--- config.mk ---
export PLATFORM = sky130hd
export DESIGN_NAME = pe_stream_ctrl_flat
export DESIGN_NICKNAME = d
export VERILOG_FILES = /design/src/rtl/pe_stream_ctrl_if.sv /design/src/rtl/pe_stream_ctrl.sv /design/src/flat_wrapper.sv
export SDC_FILE = /design/constraint.sdc
export NUM_CORES = 1
export LEC_CHECK = 0
export ABC_CLOCK_PERIOD_IN_PS = 2600
export CELL_PAD_IN_SITES_DETAIL_PLACEMENT = 1
export CELL_PAD_IN_SITES_GLOBAL_PLACEMENT = 1
export CORE_ASPECT_RATIO = 2
export CORE_UTILIZATION = 33
export CTS_BUF_LIST = sky130_fd_sc_hd__clkbuf_8
export CTS_CLUSTER_DIAMETER = 100
export CTS_CLUSTER_SIZE = 8
export DETAILED_ROUTE_END_ITERATION = 12
export PLACE_DENSITY = 0.89
export RECOVER_POWER = 100
export REMOVE_ABC_BUFFERS = 1
export SETUP_SLACK_MARGIN = 0.2
export SYNTH_ARGS = -nofsm -noshare
export SYNTH_HDL_FRONTEND = slang
export SYNTH_SLANG_ARGS = --single-unit
--- constraint.sdc ---
create_clock -name clk -period 2.6 [get_ports clk]
set_input_delay 0.52 -clock clk [delete_from_list [all_inputs] [get_ports clk]]
set_output_delay 0.52 -clock clk [all_outputs]
set_load 0.01 [all_outputs]
--- src/rtl/pe_stream_ctrl_if.sv ---
// pe_stream_ctrl bus bundle: host control, buffer source and PE ports.
// master = controller side, slave = environment driving the controller.
interface pe_stream_ctrl_if #(
  parameter int DATA_SIZE    = 8,
  parameter int CONFIG_Q_BIT = 2,
  parameter int CONFIG_P_BIT = 5,
  parameter int CONFIG_U_BIT = 4,
  parameter int CONFIG_S_BIT = 4,
  parameter int CONFIG_F_BIT = 12,
  parameter int CONFIG_W_BIT = 12
) ();
  logic                    start;
  logic [CONFIG_Q_BIT-1:0] cfg_q;
  logic [CONFIG_P_BIT-1:0] cfg_p;
  logic [CONFIG_U_BIT-1:0] cfg_U;
  logic [CONFIG_S_BIT-1:0] cfg_S;
  logic [CONFIG_F_BIT-1:0] cfg_F;
  logic [CONFIG_W_BIT-1:0] cfg_W;

  logic [DATA_SIZE-1:0]    src_data;
  logic                    src_valid;
  logic                    src_ready;

  logic                    set_info;
  logic [CONFIG_Q_BIT-1:0] config_q;
  logic [CONFIG_P_BIT-1:0] config_p;
  logic [CONFIG_U_BIT-1:0] config_U;
  logic [CONFIG_S_BIT-1:0] config_S;
  logic [CONFIG_F_BIT-1:0] config_F;
  logic [CONFIG_W_BIT-1:0] config_W;

  logic [DATA_SIZE-1:0]    ifmap;
  logic                    ifmap_enable;
  logic                    ifmap_ready;
  logic                    opsum_enable;
  logic                    opsum_ready;

  logic                    busy;
  logic                    done;
  logic                    err;

  modport master (
    input  start, cfg_q, cfg_p, cfg_U, cfg_S, cfg_F, cfg_W,
    input  src_data, src_valid, ifmap_ready, opsum_enable,
    output src_ready, set_info,
    output config_q, config_p, config_U, config_S, config_F, config_W,
    output ifmap, ifmap_enable, opsum_ready,
    output busy, done, err
  );

  modport slave (
    output start, cfg_q, cfg_p, cfg_U, cfg_S, cfg_F, cfg_W,
    output src_data, src_valid, ifmap_ready, opsum_enable,
    input  src_ready, set_info,
    input  config_q, config_p, config_U, config_S, config_F, config_W,
    input  ifmap, ifmap_enable, opsum_ready,
    input  busy, done, err
  );
endinterface

--- src/rtl/pe_stream_ctrl.sv ---
// Per-PE sequencer: latch layer config, strobe it to the PE,
// stream W ifmap words in, collect F opsums, then pulse done.
module pe_stream_ctrl #(
  parameter int DATA_SIZE    = 8,
  parameter int CONFIG_Q_BIT = 2,
  parameter int CONFIG_P_BIT = 5,
  parameter int CONFIG_U_BIT = 4,
  parameter int CONFIG_S_BIT = 4,
  parameter int CONFIG_F_BIT = 12,
  parameter int CONFIG_W_BIT = 12
) (
  input logic         clk,
  input logic         rst,
  pe_stream_ctrl_if.master bus
);

  typedef enum logic [2:0] {
    IDLE,
    CONFIG,
    STREAM,
    DRAIN,
    DONE
  } state_t;

  localparam logic [CONFIG_W_BIT-1:0] ONE_W = {{(CONFIG_W_BIT-1){1'b0}}, 1'b1};
  localparam logic [CONFIG_F_BIT-1:0] ONE_F = {{(CONFIG_F_BIT-1){1'b0}}, 1'b1};

  state_t state, state_nxt;

  logic [CONFIG_Q_BIT-1:0] cq;
  logic [CONFIG_P_BIT-1:0] cp;
  logic [CONFIG_U_BIT-1:0] cu;
  logic [CONFIG_S_BIT-1:0] cs;
  logic [CONFIG_F_BIT-1:0] cf;
  logic [CONFIG_W_BIT-1:0] cw;

  logic [CONFIG_W_BIT-1:0] ifm_cnt;
  logic [CONFIG_F_BIT-1:0] ops_cnt;
  logic                    err_q;

  logic                 cfg_ok;
  logic                 accept;
  logic                 ifm_xfer;
  logic                 ifm_last;
  logic                 ops_open;
  logic                 ops_xfer;
  logic                 ops_fin;

  logic                 set_info_c;
  logic                 ifmap_en_c;
  logic                 src_ready_c;
  logic                 done_c;
  logic [DATA_SIZE-1:0] ifmap_c;

  assign cfg_ok   = (bus.cfg_W != '0) && (bus.cfg_F != '0);
  assign accept   = (state == IDLE) && bus.start && cfg_ok;
  assign ifm_xfer = (state == STREAM) && bus.src_valid && bus.ifmap_ready;
  assign ifm_last = ifm_xfer && (ifm_cnt == cw - ONE_W);
  assign ops_open = ((state == STREAM) || (state == DRAIN)) && (ops_cnt < cf);
  assign ops_xfer = bus.opsum_enable && ops_open;
  assign ops_fin  = (ops_cnt == cf) || (ops_xfer && (ops_cnt == cf - ONE_F));

  // State register; reset aborts any pass without a done pulse.
  always_ff @(posedge clk) begin
    if (rst) begin
      state <= IDLE;
    end else begin
      state <= state_nxt;
    end
  end

  // Next-state and per-state handshake outputs.
  always_comb begin
    state_nxt   = state;
    set_info_c  = 1'b0;
    ifmap_en_c  = 1'b0;
    src_ready_c = 1'b0;
    done_c      = 1'b0;
    ifmap_c     = '0;
    unique case (state)
      IDLE: begin
        if (accept) state_nxt = CONFIG;
      end
      CONFIG: begin
        set_info_c = 1'b1;
        state_nxt  = STREAM;
      end
      STREAM: begin
        ifmap_c     = bus.src_data;
        ifmap_en_c  = bus.src_valid;
        src_ready_c = bus.ifmap_ready;
        if (ifm_last) state_nxt = DRAIN;
      end
      DRAIN: begin
        if (ops_fin) state_nxt = DONE;
      end
      DONE: begin
        done_c    = 1'b1;
        state_nxt = IDLE;
      end
      default: state_nxt = IDLE;
    endcase
  end

  // Config latch, transfer counters and rejected-start strobe.
  always_ff @(posedge clk) begin
    if (rst) begin
      cq      <= '0;
      cp      <= '0;
      cu      <= '0;
      cs      <= '0;
      cf      <= '0;
      cw      <= '0;
      ifm_cnt <= '0;
      ops_cnt <= '0;
      err_q   <= 1'b0;
    end else begin
      err_q <= (state == IDLE) && bus.start && !cfg_ok;
      if (accept) begin
        cq      <= bus.cfg_q;
        cp      <= bus.cfg_p;
        cu      <= bus.cfg_U;
        cs      <= bus.cfg_S;
        cf      <= bus.cfg_F;
        cw      <= bus.cfg_W;
        ifm_cnt <= '0;
        ops_cnt <= '0;
      end else begin
        if (ifm_xfer) ifm_cnt <= ifm_cnt + ONE_W;
        if (ops_xfer) ops_cnt <= ops_cnt + ONE_F;
      end
    end
  end

  assign bus.set_info     = set_info_c;
  assign bus.ifmap        = ifmap_c;
  assign bus.ifmap_enable = ifmap_en_c;
  assign bus.src_ready    = src_ready_c;
  assign bus.opsum_ready  = ops_open;
  assign bus.done         = done_c;
  assign bus.err          = err_q;
  assign bus.busy         = (state != IDLE);
  assign bus.config_q     = cq;
  assign bus.config_p     = cp;
  assign bus.config_U     = cu;
  assign bus.config_S     = cs;
  assign bus.config_F     = cf;
  assign bus.config_W     = cw;

endmodule

--- src/flat_wrapper.sv ---
// flat-port wrapper written by rule: the top's interface ports become plain ports
module pe_stream_ctrl_flat 
#(
  parameter int DATA_SIZE    = 8,
  parameter int CONFIG_Q_BIT = 2,
  parameter int CONFIG_P_BIT = 5,
  parameter int CONFIG_U_BIT = 4,
  parameter int CONFIG_S_BIT = 4,
  parameter int CONFIG_F_BIT = 12,
  parameter int CONFIG_W_BIT = 12
)
  (clk, rst, bus_start, bus_cfg_q, bus_cfg_p, bus_cfg_U, bus_cfg_S, bus_cfg_F, bus_cfg_W, bus_src_data, bus_src_valid, bus_ifmap_ready, bus_opsum_enable, bus_src_ready, bus_set_info, bus_config_q, bus_config_p, bus_config_U, bus_config_S, bus_config_F, bus_config_W, bus_ifmap, bus_ifmap_enable, bus_opsum_ready, bus_busy, bus_done, bus_err);
  pe_stream_ctrl_if #(.DATA_SIZE(DATA_SIZE), .CONFIG_Q_BIT(CONFIG_Q_BIT), .CONFIG_P_BIT(CONFIG_P_BIT), .CONFIG_U_BIT(CONFIG_U_BIT), .CONFIG_S_BIT(CONFIG_S_BIT), .CONFIG_F_BIT(CONFIG_F_BIT), .CONFIG_W_BIT(CONFIG_W_BIT)) bus_i ();
  input logic clk;
  input logic rst;
  input wire logic [$bits(bus_i.start)-1:0] bus_start;
  input wire logic [$bits(bus_i.cfg_q)-1:0] bus_cfg_q;
  input wire logic [$bits(bus_i.cfg_p)-1:0] bus_cfg_p;
  input wire logic [$bits(bus_i.cfg_U)-1:0] bus_cfg_U;
  input wire logic [$bits(bus_i.cfg_S)-1:0] bus_cfg_S;
  input wire logic [$bits(bus_i.cfg_F)-1:0] bus_cfg_F;
  input wire logic [$bits(bus_i.cfg_W)-1:0] bus_cfg_W;
  input wire logic [$bits(bus_i.src_data)-1:0] bus_src_data;
  input wire logic [$bits(bus_i.src_valid)-1:0] bus_src_valid;
  input wire logic [$bits(bus_i.ifmap_ready)-1:0] bus_ifmap_ready;
  input wire logic [$bits(bus_i.opsum_enable)-1:0] bus_opsum_enable;
  output wire logic [$bits(bus_i.src_ready)-1:0] bus_src_ready;
  output wire logic [$bits(bus_i.set_info)-1:0] bus_set_info;
  output wire logic [$bits(bus_i.config_q)-1:0] bus_config_q;
  output wire logic [$bits(bus_i.config_p)-1:0] bus_config_p;
  output wire logic [$bits(bus_i.config_U)-1:0] bus_config_U;
  output wire logic [$bits(bus_i.config_S)-1:0] bus_config_S;
  output wire logic [$bits(bus_i.config_F)-1:0] bus_config_F;
  output wire logic [$bits(bus_i.config_W)-1:0] bus_config_W;
  output wire logic [$bits(bus_i.ifmap)-1:0] bus_ifmap;
  output wire logic [$bits(bus_i.ifmap_enable)-1:0] bus_ifmap_enable;
  output wire logic [$bits(bus_i.opsum_ready)-1:0] bus_opsum_ready;
  output wire logic [$bits(bus_i.busy)-1:0] bus_busy;
  output wire logic [$bits(bus_i.done)-1:0] bus_done;
  output wire logic [$bits(bus_i.err)-1:0] bus_err;
  assign bus_i.start = bus_start;
  assign bus_i.cfg_q = bus_cfg_q;
  assign bus_i.cfg_p = bus_cfg_p;
  assign bus_i.cfg_U = bus_cfg_U;
  assign bus_i.cfg_S = bus_cfg_S;
  assign bus_i.cfg_F = bus_cfg_F;
  assign bus_i.cfg_W = bus_cfg_W;
  assign bus_i.src_data = bus_src_data;
  assign bus_i.src_valid = bus_src_valid;
  assign bus_i.ifmap_ready = bus_ifmap_ready;
  assign bus_i.opsum_enable = bus_opsum_enable;
  assign bus_src_ready = bus_i.src_ready;
  assign bus_set_info = bus_i.set_info;
  assign bus_config_q = bus_i.config_q;
  assign bus_config_p = bus_i.config_p;
  assign bus_config_U = bus_i.config_U;
  assign bus_config_S = bus_i.config_S;
  assign bus_config_F = bus_i.config_F;
  assign bus_config_W = bus_i.config_W;
  assign bus_ifmap = bus_i.ifmap;
  assign bus_ifmap_enable = bus_i.ifmap_enable;
  assign bus_opsum_ready = bus_i.opsum_ready;
  assign bus_busy = bus_i.busy;
  assign bus_done = bus_i.done;
  assign bus_err = bus_i.err;
  pe_stream_ctrl #(.DATA_SIZE(DATA_SIZE), .CONFIG_Q_BIT(CONFIG_Q_BIT), .CONFIG_P_BIT(CONFIG_P_BIT), .CONFIG_U_BIT(CONFIG_U_BIT), .CONFIG_S_BIT(CONFIG_S_BIT), .CONFIG_F_BIT(CONFIG_F_BIT), .CONFIG_W_BIT(CONFIG_W_BIT)) u_core (.clk(clk), .rst(rst), .bus(bus_i));
endmodule
Fig. 1: run 1, clock wiring as the flow saved it
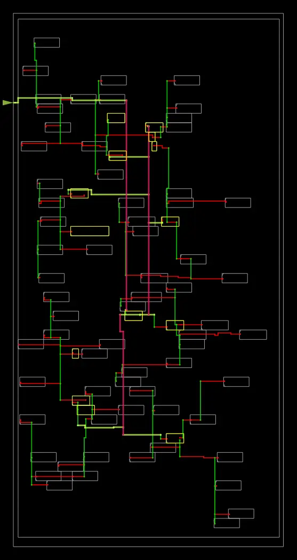
clk sink count: 67
cts bufs inserted: 9
worst skew pair latency: 0.35 ns

Fig. 2: run 1, metal 2
(3 px per µm)
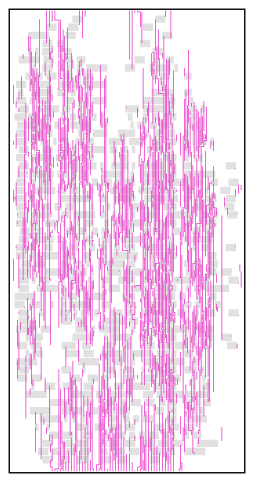
- nets with wire on the layer: 619
- wire length on this layer: 7960 µm
- main direction: vertical
- share of all routed wire: 60%
Post-Route WL: 13300 µm
vias after detailed routing: 3800
met2 track demand over resource in global routing: 47.5%

Fig. 3: run 1, layout detail
Region (48, 105) to (68, 125) µm. Cells in grey, sequential cells in the stronger grey; small squares are vias.
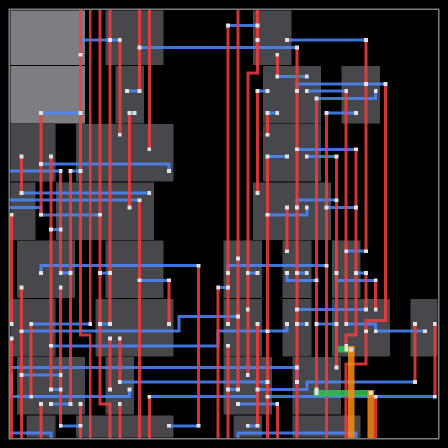
- metal 1: blue
- metal 2: red
- metal 4: orange
- metal 3: green
- most frequent: nor2_1 (4)
- cells with their middle in the window: 25
- sequential cells in the window: 0

==> out/README.md, run 1 <==
| Stage | Quantity | This run |
|:---|:---|:---|
| synthesis | Leading register cell type out of synthesis | dfxtp_1 |
| worst hold path | Worst hold start | u_core.bus.config_p[1] |
| setup path | Category of the most critical setup path | flop to output port |
| synthesis | Synthesized instance count | 443 |
| sta | Setup TNS | -0.319 ns |
| sta | Part of the cycle the worst path needs | 105% |
| final layout | Logic Gate Count | 335 |
| pwr | Net switching fraction of the power | 32.8% |
| final layout | Non-clock inverters | 19 |
| synthesis | Distinct cell type count of the synthesized netlist | 48 |
| status | Result of the run | finished, violations left |
| synthesis | Number of flops mapped to enable cells by yosys | 0 |
| final layout | Sequential cell count | 67 |
| global route | Global route hottest layer | met2 |
| synthesis | Fraction of the yosys area taken by sequential cells | 35.2% |
| job | Tool warnings | 27 |
| route | Met3 wire len | 371 µm |
| final layout | Layout-stage area growth over the synthesis result | 47.9% |
| final layout | Final std cells w/o fill | 729 |
| placement | Worst slack, placed | -0.309 ns |
| setup path | Cell repeated most along the worst path | a221o_1 |
| final layout | Final std cell area, no fill | 5640 µm² |
| final layout | Non-clock buffer share | 25.1% |
| sta | Finish-stage setup viols | 6 |
| final layout | Clock buffer count | 10 |
| final layout | Leading cell category by total area | combinational gates |
| route | DRT iter0 DRCs | 94 |
| sta | Number of endpoints with negative hold slack in the final report | 0 |
| pwr | Int Pwr | 0.00212 W |
| pwr | Relative contribution of the clock network to total power | 27.1% |
| sta | Worst Max-Slew Pin Slew | 0.566 ns |
| job | Count of max-cap constraint violations | 0 |
| cts | Clock Tree Root | clkbuf_8 |
| sta | Final critical-path required period | 2.73 ns |
| pwr | Power of the clock network | 0.000854 W |
| floorplan | Number of placed I/O pins | 107 |
| pwr | Portion of total power attributed to sequential cells | 37.2% |
| synthesis | Top cell type by instance count after synthesis | nor2_1 |
| pwr | Static power due to leakage | 2.57 nW |
| final layout | Clock-cell share | 3.22% |
| route | Number of antenna-violating nets in the routed design | 0 |
| final layout | Number of antenna repair diodes | 0 |
| route | Average wire length per cell after detail routing | 18.2 µm |
| pwr | Pwr dens | 560 nW/µm² |
| cts | Post-CTS Setup Bufs | 3 |
| final layout | Combined area of the multi-input logic cells | 2440 µm² |
| synthesis | Post-synthesis mux area share | 11.6% |
| sta | Final Worst Setup Slack | -0.130 ns |
| final layout | Logic gate fraction of the total cell area | 43.3% |
| floorplan | Core utilization before placement | 33.8% |
| global route | Vias in the first global route | 4222 |
| pwr | Sequential cell power | 0.00117 W |
| placement | Final weighted congestion of routability-driven global placement | 0.848 |
| pwr | Main power-consuming group | registers |
| final layout | FF/Latch Area | 1350 µm² |
| worst hold path | Kind of path behind the tightest hold check | flop to flop |
| route | Detailed-routing wirelength on met1 | 4420 µm |
| route | Top layer in use | met4 |
| pwr | Relative contribution of combinational cells to total power | 35.8% |
| setup path | Worst-path cell with the longest stage delay | dfxtp_1 |
| setup path | Top delay family on crit path | AND-OR/OR-AND gates |
| global route | Global-route wire length before repair | 21100 µm |
| final layout | Most frequent logic cells in the routed design | 71 x nor2_1, 60 x dfxtp_1, 58 x clkdlybuf4s50_1 |
| setup path | Required time worst endpoint | 2.08 ns |
| sta | Max transition margin | 62.3% |
| cts | CTS tree | built |
| synthesis | Synth area leaders | dfxtp_1 35%, mux2i_1 12%, nor2_1 7.1% |
| setup path | Worst-path maximum fanout | 2 |
| sta | Unrepaired setup endpoints after global routing | yes |
| global route | Total global routing overflow | 0 |
| setup path | Critical register-to-register path startpoint | u_core.ops_cnt[7] |
| global route | Global routing met3 resource utilization | 3.15% |
| final layout | Fraction of final layout cells with drive strength greater than 1 | 16.2% |
| floorplan | Taps Inserted | 142 |
| global route | Total track usage | 23.0% |
| status | Violations in the final reports | negative setup slack |
| floorplan | FP Rows | 55 |
| cts | Count of instances resized after the clock tree is built | 25 |
| pwr | Max rail drop VDD | 0.397 mV |
| pwr | Power of the combinational group | 0.00113 W |
## run 1: path summary, 6_finish.rpt
check	end	slack (ns)	cells past startpoint
max reg2reg	u_core.ops_cnt[4]	-0.06	8
min reg2reg	u_core.bus.config_p[1]	0.49	2
max	bus_opsum_ready	-0.13	6
min	u_core.bus.config_p[1]	0.49	2
## run 1: sequential cells by signal, summed over array words and instances, names as in the netlist
| name | cells |
|---|---|
| u_core.bus.err | 1 |
| u_core.bus.config_W | 12 |
| u_core.bus.config_q | 2 |
| u_core.bus.config_p | 5 |
| u_core.bus.config_F | 12 |
| u_core.state | 3 |
| u_core.bus.config_U | 4 |
| u_core.ops_cnt | 12 |
| u_core.ifm_cnt | 12 |
| u_core.bus.config_S | 4 |
==> run 1 -> run 2 <==
--- a/config.mk
+++ b/config.mk
@@ -6,15 +6,13 @@
 export NUM_CORES = 1
 export LEC_CHECK = 0
 export ABC_CLOCK_PERIOD_IN_PS = 2600
-export CELL_PAD_IN_SITES_DETAIL_PLACEMENT = 1
-export CELL_PAD_IN_SITES_GLOBAL_PLACEMENT = 1
 export CORE_ASPECT_RATIO = 2
-export CORE_UTILIZATION = 33
+export CORE_UTILIZATION = 43
 export CTS_BUF_LIST = sky130_fd_sc_hd__clkbuf_8
 export CTS_CLUSTER_DIAMETER = 100
 export CTS_CLUSTER_SIZE = 8
 export DETAILED_ROUTE_END_ITERATION = 12
-export PLACE_DENSITY = 0.89
+export PLACE_DENSITY = 0.86
 export RECOVER_POWER = 100
 export REMOVE_ABC_BUFFERS = 1
 export SETUP_SLACK_MARGIN = 0.2
Fig. 4: run 2, metal layers overlaid
(6 px per µm) Two of the layers only.
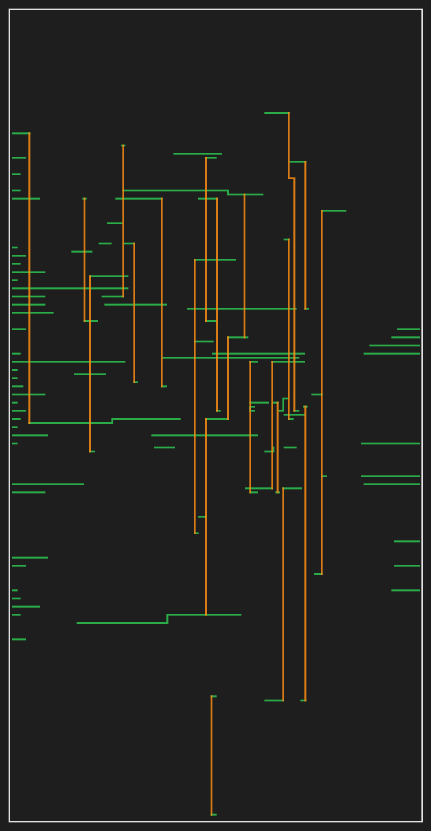
- metal 3: green (wire length 484 µm)
- metal 4: orange (wire length 683 µm)
vias after detailed routing: 3749
total track usage: 26.8%
Post-Route WL: 11500 µm
average wire length per cell after detail routing: 17.0 µm

Fig. 5: run 2, layout detail
Region (41, 91) to (61, 111) µm. Cells in grey, sequential cells in the stronger grey; small squares are vias.
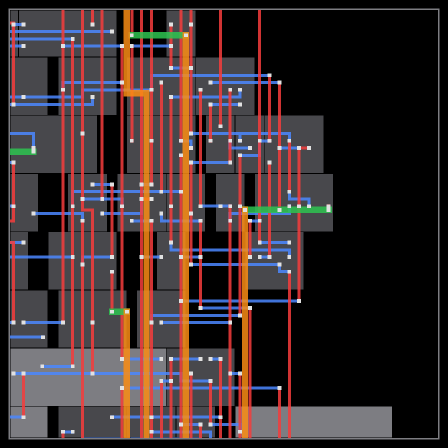
- metal 1: blue
- metal 2: red
- metal 3: green
- metal 4: orange
- cells with their middle in the window: 27
- netlist names of flops here include: `u_core.bus.config_F` (1), `u_core.ops_cnt` (1)
- sequential cells in the window: 2
- most frequent: nor2_1 (4)

==> out/README.md, run 2 <==
| Stage | Quantity | This run | Delta |
|:---|:---|:---|:---|
| synthesis | Distinct cell type count of the synthesized netlist | 48 | unchanged |
| final layout | Number of antenna repair diodes | 0 | unchanged |
| floorplan | Taps Inserted | 100 | -30% |
| synthesis | Synthesized instance count | 443 | unchanged |
| setup path | Slack of the worst reg-to-reg path | -0.06 ns | about the same |
| worst hold path | Endpoint of the worst hold-timing path | u_core.bus.config_U[2] |  |
| sta | Setup TNS | -0.246 ns | +0.0729 ns |
| worst hold path | Number of instances on the worst hold path | 2 | unchanged |
| route | DRT iter0 DRCs | 152 | +62% |
| cts | Clock Tree Root | clkbuf_8 |  |
| synthesis | Flops & latches, synth | 67 |  |
| worst hold path | Kind of path behind the tightest hold check | flop to flop |  |
| final layout | Final std cells w/o fill | 677 | -7.1% |
| global route | Total global routing overflow | 0 | unchanged |
| floorplan | FP Rows | 48 | -13% |
| synthesis | Top cell type by instance count after synthesis | nor2_1 |  |
| synthesis | Leading register cell type out of synthesis | dfxtp_1 |  |
| final layout | Combined area of the multi-input logic cells | 2420 µm² | -0.87% |
| cts | CTS tree | built |  |
| final layout | Clock buffer count | 9 | -1 |
| setup path | Stages on the worst setup path | 7 | +1 |
| pwr | Max rail drop VDD | 0.455 mV | +15% |
| placement | Worst slack, placed | -0.237 ns | +0.0721 ns |
| route | Detailed-routing wirelength on met1 | 3840 µm | -13% |
| cts | Clk sink count | 67 | unchanged |
| global route | Global routing met3 resource utilization | 5.30% | +2.2 points |
| sta | Final Worst Setup Slack | -0.0675 ns | +0.0621 ns |
| floorplan | Number of placed I/O pins | 107 | unchanged |
| job | Count of max-cap constraint violations | 0 | unchanged |
| setup path | Category of the most critical setup path | flop to output port |  |
| status | Result of the run | finished, violations left |  |
| pwr | Pwr dens | 567 nW/µm² | +1.3% |
| sta | Part of the cycle the worst path needs | 103% | -2.4 points |
| final layout | Non-clock buffer share | 24.3% | -0.80 points |
| setup path | Worst reg2reg path depth | 10 | +2 |
| job | Tool warnings | 27 | unchanged |
| global route | Met2 track demand over resource in global routing | 48.7% | +1.2 points |
| synthesis | Netlist Area Pre-Place | 3810 µm² |  |
| route | Met3 wire len | 483 µm | +30% |
| setup path | Endpoint of the most critical setup path | bus_opsum_ready |  |
| worst hold path | Worst hold start | u_core.bus.config_U[2] |  |
| placement | Final weighted congestion of routability-driven global placement | 0.898 | +5.8% |
| global route | Vias in the first global route | 3898 | -7.7% |
| route | Number of antenna-violating nets in the routed design | 0 | unchanged |
| status | Violations in the final reports | negative setup slack |  |
| final layout | Util after Layout | 64.0% |  |
| setup path | Critical register-to-register path startpoint | u_core.bus.config_F[6] |  |
| sta | Unrepaired setup endpoints after global routing | yes |  |
| final layout | Fraction of final layout cells with drive strength greater than 1 | 14.7% | -1.5 points |
| final layout | Most frequent logic cells in the routed design | 71 x nor2_1, 60 x clkdlybuf4s50_1, 59 x dfxtp_1 |  |
| setup path | Worst-path cell with the longest stage delay | a221o_1 |  |
| synthesis | Post-synthesis mux area share | 11.6% | unchanged |
| floorplan | Core utilization before placement | 44.4% | +11 points |
| final layout | Clock-cell share | 3.53% | +0.31 points |
| cts | Worst skew pair latency | 0.36 ns | about the same |
| setup path | Cell repeated most along the worst path | a221o_1 |  |
| final layout | Sequential cell count | 67 | unchanged |
| setup path | Top delay family on crit path | AND-OR/OR-AND gates |  |
| route | Top layer in use | met4 |  |
| sta | Final critical-path required period | 2.67 ns | -0.0621 ns |
| sta | Finish-stage setup viols | 7 | +1 |
| pwr | Static power due to leakage | 2.46 nW | -4.4% |
| setup path | Worst reg2reg endpoint | u_core.ops_cnt[11] |  |
| sta | Worst Max-Slew Pin Slew | 0.489 ns | -0.0769 ns |
| synthesis | Number of flops mapped to enable cells by yosys | 0 | unchanged |
| synthesis | Synth area leaders | dfxtp_1 35%, mux2i_1 12%, nor2_1 7.1% |  |
| synthesis | Fraction of the yosys area taken by sequential cells | 35.2% | unchanged |
| global route | Global route hottest layer | met2 |  |
| sta | Number of endpoints with negative hold slack in the final report | 0 | unchanged |
| final layout | Leading cell category by total area | combinational gates |  |
| sta | Max transition margin | 67.1% | +4.8 points |
| final layout | Logic gate fraction of the total cell area | 44.0% | +0.71 points |
| cts | Clock-pin slew on the worst setup and hold paths | 0.08 ns |  |
| final layout | Non-clock inverters | 19 | unchanged |
[run 2: cell types whose count changed in the layout (fill, tap and decap cells not counted), sizes merged]
cell           before  now
buf                42   33
clkbuf             16   11
clkinvlp            0    3
clkdlybuf4s50      58   60
dlygate4sd2         1    0
[run 2: power breakdown]
part | switching (W) | leakage, nW | internal (W)
sequential | 0.0000703 | 0.550 | 0.00110
clock | 0.000427 | 0.0926 | 0.000439
combinational | 0.000534 | 1.81 | 0.000547
[run 2: what timing repair did]
action / in CTS / in global routing
resized: 28 / 13
setup buffers: 1 / 0
endpoints found under the setup margin: 25 / 25
pin swaps: 9 / 1
Power and IR drop assume default switching activity.
